==> src/rtl/logic_alu_pkg.sv <==
`default_nettype none
// ============================================================================
// Module      : logic_alu_pkg
// Description : Shared opcode enumeration and default sizing for logic_alu.
// Revision    : 1.0 - initial release
// ============================================================================
package logic_alu_pkg;

    localparam int DEFAULT_WIDTH = 8;
    localparam int DEFAULT_CNT_W = 16;

    typedef enum logic [2:0] {
        OP_AND   = 3'd0,
        OP_OR    = 3'd1,
        OP_NAND  = 3'd2,
        OP_NOR   = 3'd3,
        OP_XOR   = 3'd4,
        OP_XNOR  = 3'd5,
        OP_NOT_A = 3'd6,
        OP_PASS_A = 3'd7
    } op_e;

endpackage
`default_nettype wire

==> src/rtl/logic_alu_if.sv <==
`default_nettype none
// ============================================================================
// Module      : logic_alu_if
// Description : Valid/ready operand and result bus of logic_alu.
// Revision    : 1.0 - initial release
// ============================================================================
interface logic_alu_if #(
    parameter int WIDTH = 8,
    parameter int CNT_W = 16
);
    logic             in_valid;
    logic             in_ready;
    logic [2:0]       op;
    logic [WIDTH-1:0] a;
    logic [WIDTH-1:0] b;
    logic             acc_sel;
    logic             acc_clr;
    logic             out_valid;
    logic             out_ready;
    logic [WIDTH-1:0] y;
    logic             zero;
    logic             parity;
    logic [CNT_W-1:0] op_count;

    modport master (
        output in_valid, op, a, b, acc_sel, acc_clr, out_ready,
        input  in_ready, out_valid, y, zero, parity, op_count
    );

    modport slave (
        input  in_valid, op, a, b, acc_sel, acc_clr, out_ready,
        output in_ready, out_valid, y, zero, parity, op_count
    );
endinterface
`default_nettype wire

==> src/rtl/logic_op_core.sv <==
`default_nettype none
// ============================================================================
// Module      : logic_op_core
// Description : Combinational bitwise operator, (op, a, b) -> result.
// Revision    : 1.0 - initial release
// ============================================================================
module logic_op_core
    import logic_alu_pkg::*;
#(
    parameter int WIDTH = DEFAULT_WIDTH
) (
    input  wire logic [2:0]       op,
    input  wire logic [WIDTH-1:0] a,
    input  wire logic [WIDTH-1:0] b,
    output logic      [WIDTH-1:0] result
);

    always_comb begin
        result = a;
        case (op_e'(op))
            OP_AND:    result = a & b;
            OP_OR:     result = a | b;
            OP_NAND:   result = ~(a & b);
            OP_NOR:    result = ~(a | b);
            OP_XOR:    result = a ^ b;
            OP_XNOR:   result = ~(a ^ b);
            OP_NOT_A:  result = ~a;
            OP_PASS_A: result = a;
            default:   result = a;
        endcase
    end

endmodule
`default_nettype wire

==> src/rtl/logic_alu.sv <==
`default_nettype none
// ============================================================================
// Module      : logic_alu
// Description : One-entry pipelined bitwise ALU with accumulator and op counter.
// Revision    : 1.0 - initial release
// ============================================================================
module logic_alu
    import logic_alu_pkg::*;
#(
    parameter int WIDTH = DEFAULT_WIDTH,
    parameter int CNT_W = DEFAULT_CNT_W
) (
    input wire logic  clk,
    input wire logic  rst,
    logic_alu_if.slave bus
);

    logic [WIDTH-1:0] r_y;
    logic             r_zero;
    logic             r_parity;
    logic             r_out_valid;
    logic [WIDTH-1:0] r_acc;
    logic [CNT_W-1:0] r_op_count;

    logic             w_in_ready;
    logic             w_accept;
    logic             w_xfer;
    logic [WIDTH-1:0] w_operand_b;
    logic [WIDTH-1:0] w_result;

    // A consumer taking the current result frees the slot in the same cycle.
    assign w_in_ready  = !r_out_valid || bus.out_ready;
    assign w_accept    = bus.in_valid && w_in_ready;
    assign w_xfer      = r_out_valid && bus.out_ready;
    assign w_operand_b = bus.acc_sel ? r_acc : bus.b;

    logic_op_core #(
        .WIDTH (WIDTH)
    ) u_core (
        .op     (bus.op),
        .a      (bus.a),
        .b      (w_operand_b),
        .result (w_result)
    );

    always_ff @(posedge clk) begin
        if (rst) begin
            r_y         <= '0;
            r_zero      <= 1'b1;
            r_parity    <= 1'b0;
            r_out_valid <= 1'b0;
            r_acc       <= '0;
            r_op_count  <= '0;
        end else begin
            if (w_accept) begin
                r_y         <= w_result;
                r_zero      <= ~|w_result;
                r_parity    <= ^w_result;
                r_out_valid <= 1'b1;
                r_acc       <= w_result;
                r_op_count  <= r_op_count + 1'b1;
            end else if (w_xfer) begin
                r_out_valid <= 1'b0;
            end
            // Clear wins over the accept's load; the beat itself already saw the old acc.
            if (bus.acc_clr) begin
                r_acc <= '0;
            end
        end
    end

    assign bus.in_ready  = w_in_ready;
    assign bus.out_valid = r_out_valid;
    assign bus.y         = r_y;
    assign bus.zero      = r_zero;
    assign bus.parity    = r_parity;
    assign bus.op_count  = r_op_count;

endmodule
`default_nettype wire

==> src/flat_wrapper.sv <==
// flat-port wrapper written by rule: the top's interface ports become plain ports
module logic_alu_flat import logic_alu_pkg::*;
#(
    parameter int WIDTH = DEFAULT_WIDTH,
    parameter int CNT_W = DEFAULT_CNT_W
)
  (clk, rst, bus_in_valid, bus_op, bus_a, bus_b, bus_acc_sel, bus_acc_clr, bus_out_ready, bus_in_ready, bus_out_valid, bus_y, bus_zero, bus_parity, bus_op_count);
  logic_alu_if #(.WIDTH(WIDTH), .CNT_W(CNT_W)) bus_i ();
  input wire logic clk;
  input wire logic rst;
  input wire logic [$bits(bus_i.in_valid)-1:0] bus_in_valid;
  input wire logic [$bits(bus_i.op)-1:0] bus_op;
  input wire logic [$bits(bus_i.a)-1:0] bus_a;
  input wire logic [$bits(bus_i.b)-1:0] bus_b;
  input wire logic [$bits(bus_i.acc_sel)-1:0] bus_acc_sel;
  input wire logic [$bits(bus_i.acc_clr)-1:0] bus_acc_clr;
  input wire logic [$bits(bus_i.out_ready)-1:0] bus_out_ready;
  output wire logic [$bits(bus_i.in_ready)-1:0] bus_in_ready;
  output wire logic [$bits(bus_i.out_valid)-1:0] bus_out_valid;
  output wire logic [$bits(bus_i.y)-1:0] bus_y;
  output wire logic [$bits(bus_i.zero)-1:0] bus_zero;
  output wire logic [$bits(bus_i.parity)-1:0] bus_parity;
  output wire logic [$bits(bus_i.op_count)-1:0] bus_op_count;
  assign bus_i.in_valid = bus_in_valid;
  assign bus_i.op = bus_op;
  assign bus_i.a = bus_a;
  assign bus_i.b = bus_b;
  assign bus_i.acc_sel = bus_acc_sel;
  assign bus_i.acc_clr = bus_acc_clr;
  assign bus_i.out_ready = bus_out_ready;
  assign bus_in_ready = bus_i.in_ready;
  assign bus_out_valid = bus_i.out_valid;
  assign bus_y = bus_i.y;
  assign bus_zero = bus_i.zero;
  assign bus_parity = bus_i.parity;
  assign bus_op_count = bus_i.op_count;
  logic_alu #(.WIDTH(WIDTH), .CNT_W(CNT_W)) u_core (.clk(clk), .rst(rst), .bus(bus_i));
endmodule
==> config.mk <==
export PLATFORM = sky130hd
export DESIGN_NAME = logic_alu_flat
export DESIGN_NICKNAME = d
export VERILOG_FILES = /design/src/rtl/logic_alu_pkg.sv /design/src/rtl/logic_alu_if.sv /design/src/rtl/logic_op_core.sv /design/src/rtl/logic_alu.sv /design/src/flat_wrapper.sv
export SDC_FILE = /design/constraint.sdc
export NUM_CORES = 1
export LEC_CHECK = 0
export ABC_AREA = 1
export CORE_MARGIN = 4
export CORE_UTILIZATION = 52
export DETAILED_ROUTE_END_ITERATION = 8
export PLACE_DENSITY = 0.8
export SYNTH_ARGS = -nofsm -noshare
export SYNTH_HDL_FRONTEND = slang
export SYNTH_SLANG_ARGS = --single-unit
export TNS_END_PERCENT = 5
==> constraint.sdc <==
create_clock -name clk -period 2.8 [get_ports clk]
set_clock_uncertainty 0.1 [all_clocks]
set_input_delay 0.28 -clock clk [delete_from_list [all_inputs] [get_ports clk]]
set_output_delay 0.28 -clock clk [all_outputs]
set_load 0.02 [all_outputs]
**Layout detail**

Region (20, 36) to (60, 76) µm. Cells in grey, sequential cells in the stronger grey; small squares are vias.
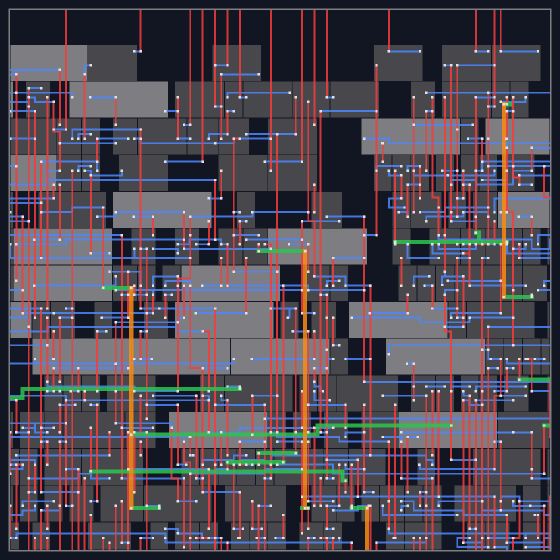
| layer | colour |
|---|---|
| metal 3 | green |
| metal 4 | orange |
| metal 2 | red |
| metal 1 | blue |
most frequent: nand2_1 (36), inv_1 (18), dfxtp_1 (18)
netlist names of flops here include: u_core.bus.op_count (6), u_core.r_acc (5), u_core.bus.y (4)
cells with their middle in the window: 160
sequential cells in the window: 18

**Met2 routing**

(3 px per µm) Cells faint in the background.
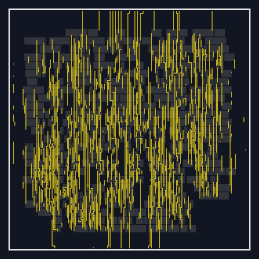
longest straight run: 41.1 µm
wire length on this layer: 3670 µm

**Gate families picked out**

(6 px per µm)
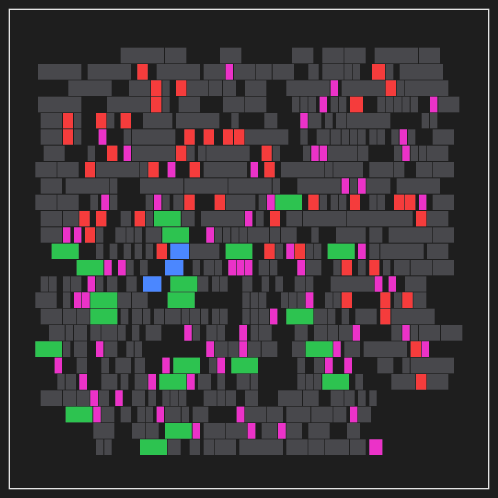
| family | colour | cells | most used |
|---|---|---|---|
| inverting AOI/OAI gates | red | 45 | a21oi_1 |
| adder and majority cells | green | 21 | ha_1 |
| XOR/XNOR gates | blue | 3 | xnor2_1 |
| inverters | magenta | 65 | inv_1 |

==> results_dict.tcl <==
# implementation run metrics
set metrics [dict create \
    fin_area_um2 3440 \
    seq_share_pct 20.4 \
    grt_first_pass_wirelength_mm 12.1 \
    hold_depth 2 \
    status "completed" \
    max_freq_mhz 381 \
    finalCritPeriodShare_pct 93.8 \
    synth.largest_area_cell "dfxtp_1" \
    grt_util_met2_pct 44.2 \
    cap_violations 0 \
    holdCritStartpoint "u_core.bus.y[0]" \
    syn_avg_cell_area_um2 6.31 \
    die-area_um2 6340 \
    dr_wl_met3_um 374 \
    mi_logic_area_um2 1610 \
    cp-endpoint "u_core.bus.parity" \
    nets 526 \
    xor_area_share_pct 0.984 \
    slew_headroom_pct 74.7 \
    p_seq_share_pct 37.9 \
    compound_area_share_pct 9.09 \
    drtIter0Drc 131 \
    syn_area_um2 2670 \
    ff_latch_area_um2 701 \
    p_clk_share_pct 33.1 \
    cp.required_ps 2880 \
    grt_antenna_before_repair 0 \
    pg_seq_mw 0.536 \
    cts_max_level 2 \
    setup_viol 0 \
    tritoncts "done" \
    hold_viol_final 0 \
    ys_warn_count 0 \
    ys_sh_mux_pct 0 \
    cts_made_buffers 5 \
    start_kind "primary input" \
    nClkBuffers 6 \
    cts-resized-gates 0 \
    ioPinCount 53 \
    synthesis.instances 423 \
    rsz0062_at_grt "false" \
    yosysMostFrequentCell "nand2_1" \
    largestClassByArea "multi-input combinational cells" \
    layout.nonclk_buf_share_pct 19.7 \
    vdd_drop_max_mv 0.284 \
    sh_comb_area_pct 46.9 \
    p_comb_mw 0.409 \
    topCellsByArea "dfxtp_1 26%, nand2_1 15%, ha_1 9.8%" \
    worst_slew_pin_slew_ps 379 \
    grt_max_degree 35 \
    sw_frac_of_total_pct 29.8 \
    post_cts_buffers 0 \
    critical_path_arrival_ps 2700 \
    placed_cells_incl_taps 540 \
    antenna_cells 0 \
    p_int_mw 0.992 \
    ys_sh_simple_pct 40.5 \
    tool_warnings 34 \
    holdWs_ps 369 \
    top_cell_area_share_pct 26.2 \
    fillerInstances 416 \
    grt_pass1_vias 2784 \
    synth_seq_share_pct 26.2 \
    routed-wl-met2_mm 3.67 \
    busiest_layer "met2" \
    clkCellAreaFrac_pct 3.42 \
    die_x_um 79.7 \
    dp_slack_ps -133 \
]
**Routing congestion**

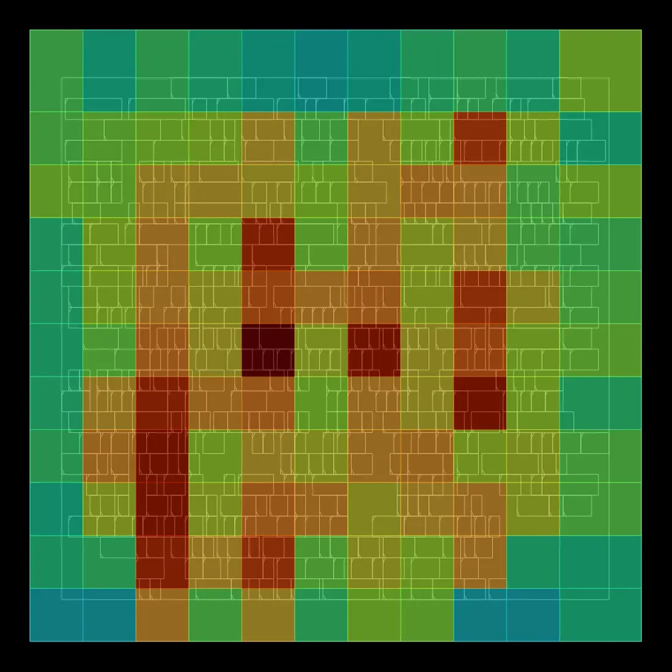
M1 GR Usage: 27.3%
overall global routing resource usage: 23.8%
M3 GR Usage: 3.84%

**Sequential cells grouped by signal name**

(6 px per µm) Other sequential cells in the stronger grey, the rest of the logic in the fainter grey.
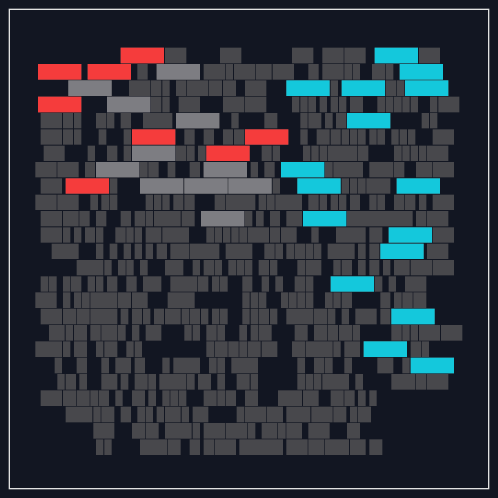
| netlist name | colour | placed flops |
|---|---|---|
| u_core.bus.op_count | cyan | 16 |
| u_core.bus.y | red | 8 |
not coloured: 11

==> critical path, stage by stage <==
cell and delay [ps]:
clkdlybuf4s50_1 400, buf_4 180, o21ai_0 310, ha_1 310, inv_1 60, nand4_1 80
nand2_1 80, nor2_1 40, nand2_1 90, nand2_1 70, ha_1 310, xnor2_1 190
xnor2_1 100, o21ai_0 160, inv_1 50
==> kinds of logic (layout without fill, tap and decap cells) <==
family / count (synthesis) / after routing
and+or+nand+nor: 231 / 231
buffers and inverters: 86 / 144
AOI/OAI and AO/OA: 47 / 47
DFF: 35 / 35
adders and majority gates: 21 / 21
xor gates and xnor gates: 3 / 3
==> flip-flops by register name (all words and copies together) (netlist names) <==
signal                count
u_core.bus.op_count      16
u_core.bus.y              8
u_core.r_acc              8
u_core.bus.out_valid      1
u_core.bus.parity         1
u_core.bus.zero           1
